### src/rtl/atm_entrada_teclado.sv
// Keypad front-end for the ATM controller: forwards PIN digits and accumulates
// decimal amount entry into a binary amount with overflow detection.
module atm_entrada_teclado #(
  parameter int unsigned ANCHO_MONTO = 32,
  parameter int unsigned MAX_DIGITOS = 9
) (
  input  logic                   CLK,
  input  logic                   RESET,
  input  logic                   TECLA_VALIDA,
  input  logic [3:0]             TECLA,
  input  logic                   MODO,
  output logic [3:0]             DIGITO,
  output logic                   DIGITO_STB,
  output logic [ANCHO_MONTO-1:0] MONTO,
  output logic                   MONTO_STB,
  output logic                   DESBORDE,
  output logic [3:0]             CUENTA_DIGITOS
);

  localparam int unsigned AW = ANCHO_MONTO;
  localparam int unsigned PW = ANCHO_MONTO + 4;
  localparam int unsigned CW = 4;
  localparam logic [3:0]    TECLA_ENTER = 4'hA;
  localparam logic [3:0]    TECLA_CLEAR = 4'hB;
  localparam logic [3:0]    TECLA_NUEVE = 4'd9;
  localparam logic [CW-1:0] MAX_CNT     = CW'(MAX_DIGITOS);

  // ST_IDLE acts as PIN when MODO=0 and as ESPERA (empty amount) when MODO=1.
  typedef enum logic [1:0] {ST_IDLE, ST_ACUM, ST_ENTREGA} estado_e;

  estado_e         estado_q, estado_d;
  logic            tv_q, modo_q, primed_q;
  logic [AW-1:0]   acc_q, acc_d;
  logic [CW-1:0]   cuenta_q, cuenta_d;
  logic            desborde_q, desborde_d;
  logic [3:0]      digito_q, digito_d;
  logic            digito_stb_q, digito_stb_d;
  logic [AW-1:0]   monto_q, monto_d;
  logic            monto_stb_q, monto_stb_d;

  logic            ev, es_digito, cambio_modo, prod_desborda;
  logic [PW-1:0]   prod;

  // Mode-change detection is held off until MODO has been sampled once after reset.
  always_comb begin
    ev            = TECLA_VALIDA & ~tv_q;
    es_digito     = (TECLA <= TECLA_NUEVE);
    cambio_modo   = primed_q & (MODO != modo_q);
    prod          = (PW'(acc_q) << 3) + (PW'(acc_q) << 1) + PW'(TECLA);
    prod_desborda = |prod[PW-1:AW];
  end

  always_comb begin
    estado_d     = estado_q;
    acc_d        = acc_q;
    cuenta_d     = cuenta_q;
    desborde_d   = desborde_q;
    digito_d     = digito_q;
    digito_stb_d = 1'b0;
    monto_d      = monto_q;
    monto_stb_d  = 1'b0;

    if (cambio_modo) begin
      acc_d      = '0;
      cuenta_d   = '0;
      desborde_d = 1'b0;
      estado_d   = ST_IDLE;
    end else begin
      case (estado_q)
        ST_IDLE: begin
          if (ev) begin
            if (!MODO) begin
              if (es_digito) begin
                digito_d     = TECLA;
                digito_stb_d = 1'b1;
              end
            end else if (es_digito) begin
              acc_d    = AW'(TECLA);
              cuenta_d = CW'(1);
              estado_d = ST_ACUM;
            end else if (TECLA == TECLA_CLEAR) begin
              desborde_d = 1'b0;
            end
          end
        end
        ST_ACUM: begin
          if (ev) begin
            if (es_digito) begin
              if ((cuenta_q == MAX_CNT) || prod_desborda) begin
                desborde_d = 1'b1;
              end else begin
                acc_d    = prod[AW-1:0];
                cuenta_d = cuenta_q + CW'(1);
              end
            end else if (TECLA == TECLA_ENTER) begin
              monto_d     = acc_q;
              monto_stb_d = 1'b1;
              estado_d    = ST_ENTREGA;
            end else if (TECLA == TECLA_CLEAR) begin
              acc_d      = '0;
              cuenta_d   = '0;
              desborde_d = 1'b0;
              estado_d   = ST_IDLE;
            end
          end
        end
        ST_ENTREGA: begin
          acc_d      = '0;
          cuenta_d   = '0;
          desborde_d = 1'b0;
          estado_d   = ST_IDLE;
        end
        default: estado_d = ST_IDLE;
      endcase
    end
  end

  always_ff @(posedge CLK or negedge RESET) begin
    if (!RESET) begin
      estado_q     <= ST_IDLE;
      tv_q         <= 1'b0;
      modo_q       <= 1'b0;
      primed_q     <= 1'b0;
      acc_q        <= '0;
      cuenta_q     <= '0;
      desborde_q   <= 1'b0;
      digito_q     <= '0;
      digito_stb_q <= 1'b0;
      monto_q      <= '0;
      monto_stb_q  <= 1'b0;
    end else begin
      estado_q     <= estado_d;
      tv_q         <= TECLA_VALIDA;
      modo_q       <= MODO;
      primed_q     <= 1'b1;
      acc_q        <= acc_d;
      cuenta_q     <= cuenta_d;
      desborde_q   <= desborde_d;
      digito_q     <= digito_d;
      digito_stb_q <= digito_stb_d;
      monto_q      <= monto_d;
      monto_stb_q  <= monto_stb_d;
    end
  end

  assign DIGITO         = digito_q;
  assign DIGITO_STB     = digito_stb_q;
  assign MONTO          = monto_q;
  assign MONTO_STB      = monto_stb_q;
  assign DESBORDE       = desborde_q;
  assign CUENTA_DIGITOS = cuenta_q;

endmodule

### config.mk
export PLATFORM = sky130hd
export DESIGN_NAME = atm_entrada_teclado
export DESIGN_NICKNAME = d
export VERILOG_FILES = /design/src/rtl/atm_entrada_teclado.sv
export SDC_FILE = /design/constraint.sdc
export NUM_CORES = 1
export LEC_CHECK = 0
export CAP_MARGIN = 20
export CORE_ASPECT_RATIO = 2
export CORE_UTILIZATION = 49
export DETAILED_ROUTE_END_ITERATION = 16
export PLACE_DENSITY = 0.71
export RECOVER_POWER = 25
export SYNTH_ARGS = -nofsm -noshare
export SYNTH_HDL_FRONTEND = slang
export SYNTH_SLANG_ARGS = --single-unit
### constraint.sdc
create_clock -name CLK -period 5 [get_ports CLK]
set_clock_uncertainty 0.2 [all_clocks]
set_input_delay 1 -clock CLK [delete_from_list [all_inputs] [get_ports CLK]]
set_output_delay 1 -clock CLK [all_outputs]
set_load 0.01 [all_outputs]
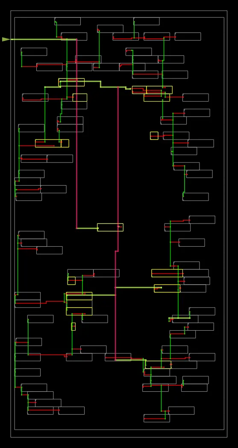
**Above:** the clock network.
P_clk: 0.000673 W
clkbuf count: 12

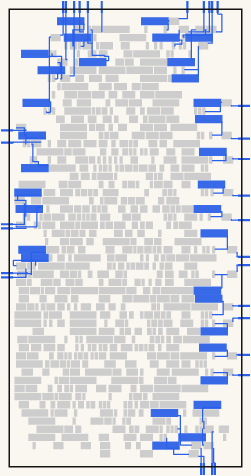
**Above:** wires at chosen ports, followed through buffers.
Scale: 3 px per µm.
Key: `MONTO` = blue [direction output, edge 11 top, 11 right, 6 left, 4 bottom, end cells 32, buffers 32, wire 588 µm]

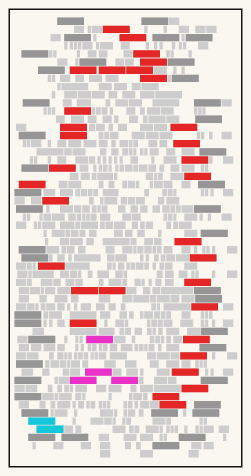
**Above:** sequential cells colored by netlist name.
Scale: 3 px per µm. Other sequential cells in the stronger gray, the rest of the logic in the fainter gray.
Key: `acc_q` = red [flops 32]; `estado_q` = cyan [flops 2]; `CUENTA_DIGITOS` = magenta [flops 4, where bottom center]

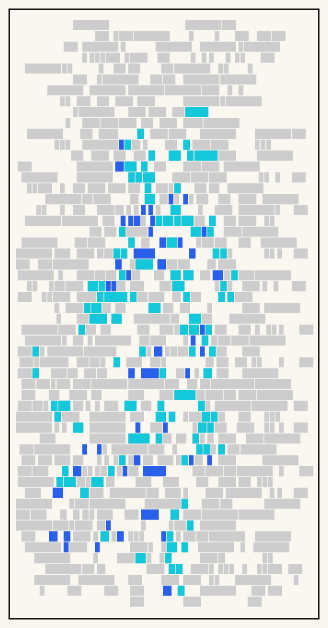
**Above:** gate-type map.
Scale: 4 px per µm.
Key: NOR gates = blue [cells 49, most used nor2_1]; inverting AOI/OAI gates = cyan [cells 105, most used a21oi_1]

==> flow_summary.toml <==
# implementation run metrics
[setup_path]
arrival_ns = 4.97
critPathLaunchType = "input pin"
crit_required_ns = 5.08

[cts]
ctsHoldBuffers = 0
clock-sinks = 80
cts_tree = "yes"

[floorplan]
die-area_um2 = 11700

[detailed_routing]
first_pass_iters = 5
wl_per_cell_um = 16.8
viasPerCell = 5.81
first_iter_violations = 298

[yosys]
largest_area_cell = "dfrtp_1"
ys_top_logic_family = "AND-OR/OR-AND gates"
mux_area_share_pct = 2.59
adder_share_pct = 16.2
ys_sh_xor_pct = 4.45
fp_nets = 688
simple_gate_area_share_pct = 17.7
ys_seq_share_pct = 36.3

[pwr]
p_clk_share_pct = 33.0

[hold_path]
hold_class = "flop to flop"

[global_route]
grt_pass1_wl_um = 22500
grt_pass1_vias = 4843
overflow = 0
track_usage_pct = 24.3

[outcome]
status = "complete, but fails checks"
violations = "max-capacitance violations, max-slew violations"

[timing]
maxSlewViolCount = 73
setup_violations = 0
setup_tns_ns = 0

[flow_run]
cap_violations = 1
## per-stage QoR
stage                     area [µm²]  util [%]
final                           6710      61.3
after floorplan                 5510         -
after global routing            6710      61.3
after global placement          6250      57.1
after CTS                       6560      60.0
after detailed placement        6250      57.1
## per-layer routing
| metal | track usage (%) | wire (µm) | share of wire, % |
|---|---|---|---|
| met2 | 46.8 | 7930 | 57 |
| met5 | 0 | 0 | 0 |
| met3 | 3.78 | 387 | 2.8 |
| met1 | 24.5 | 4980 | 36 |
| met4 | 11.7 | 566 | 4.1 |
## repair_timing
action                     CTS  global route
setup buffers                0             4
setup endpoints to repair    0            37
resized                      0            25
## worst max-delay path, stage by stage
cell	delay, ns
clkdlybuf4s50_1	0.47
inv_1	0.07
fa_1	0.47
buf_4	0.16
fa_2	0.38
nand2b_4	0.16
a21oi_4	0.15
o211a_1	0.19
nor4_1	0.09
o311a_1	0.36
a32o_2	0.27
or4_4	0.56
nor3_4	0.21
buf_6	0.16
buf_8	0.13
a22o_1	0.13
## layout make-up
| class | count | share of cell area (%) |
|---|---|---|
| multi-input combinational | 485 | 50.5 |
| tap | 140 | 2.61 |
| sequential | 80 | 29.8 |
| clock buffer | 12 | 3.82 |
| inverter | 20 | 1.12 |
| timing repair buffer | 82 | 11.3 |
| clock inverter | 4 | 0.783 |
## power by group through the flow
| stage | sequential [W] | clock (W) | combinational, W |
|---|---|---|---|
| 6_report | 0.000746 | 0.000673 | 0.000623 |
| 4_1_cts | 0.000747 | 0.000686 | 0.000577 |
| 2_1_floorplan | 0.000762 | 0 | 0.000356 |
| 3_5_place_dp | 0.000758 | 0 | 0.000572 |
| 5_1_grt | 0.000754 | 0.000714 | 0.000687 |
| 3_3_place_gp | 0.000755 | 0 | 0.000564 |
## final timing paths
check,start,to,cells past startpoint
worst max-delay path,TECLA[3],acc_q[11],16
worst min-delay path,MONTO[12],MONTO[12],2
worst max register to register,acc_q[0],acc_q[11],15
worst min register to register,MONTO[12],MONTO[12],2
max in group asynchronous,RESET,MONTO[18],2
min in group asynchronous,RESET,MONTO[28],1
## logic make-up (layout without fill, tap and decap cells)
family,count (synthesis),count (layout)
compound gates,152,152
xor+xnor,28,28
buf+inv,45,118
other cells,1,1
mux,13,13
flops,80,80
fa+ha+maj,70,70
simple gates,221,221
## cell usage in the layout, fill, tap and decap left out, drive strengths merged, types with 10 or more instances in the layout
cell type / instances
nand2: 137
dfrtp: 80
ha: 68
clkdlybuf4s50: 49
a21oi: 41
o21ai: 34
buf: 31
nor2: 29
a22o: 28
xnor2: 23
inv: 20
clkbuf: 14
mux2: 10
## registers in the layout, summed over array words and instances (netlist names)
register and flops:
acc_q 32, estado_q 2, modo_q 1, MONTO 32
DIGITO_STB 1, DESBORDE 1, CUENTA_DIGITOS 4, MONTO_STB 1
tv_q 1, primed_q 1, DIGITO 4
Power and IR drop assume default switching activity.
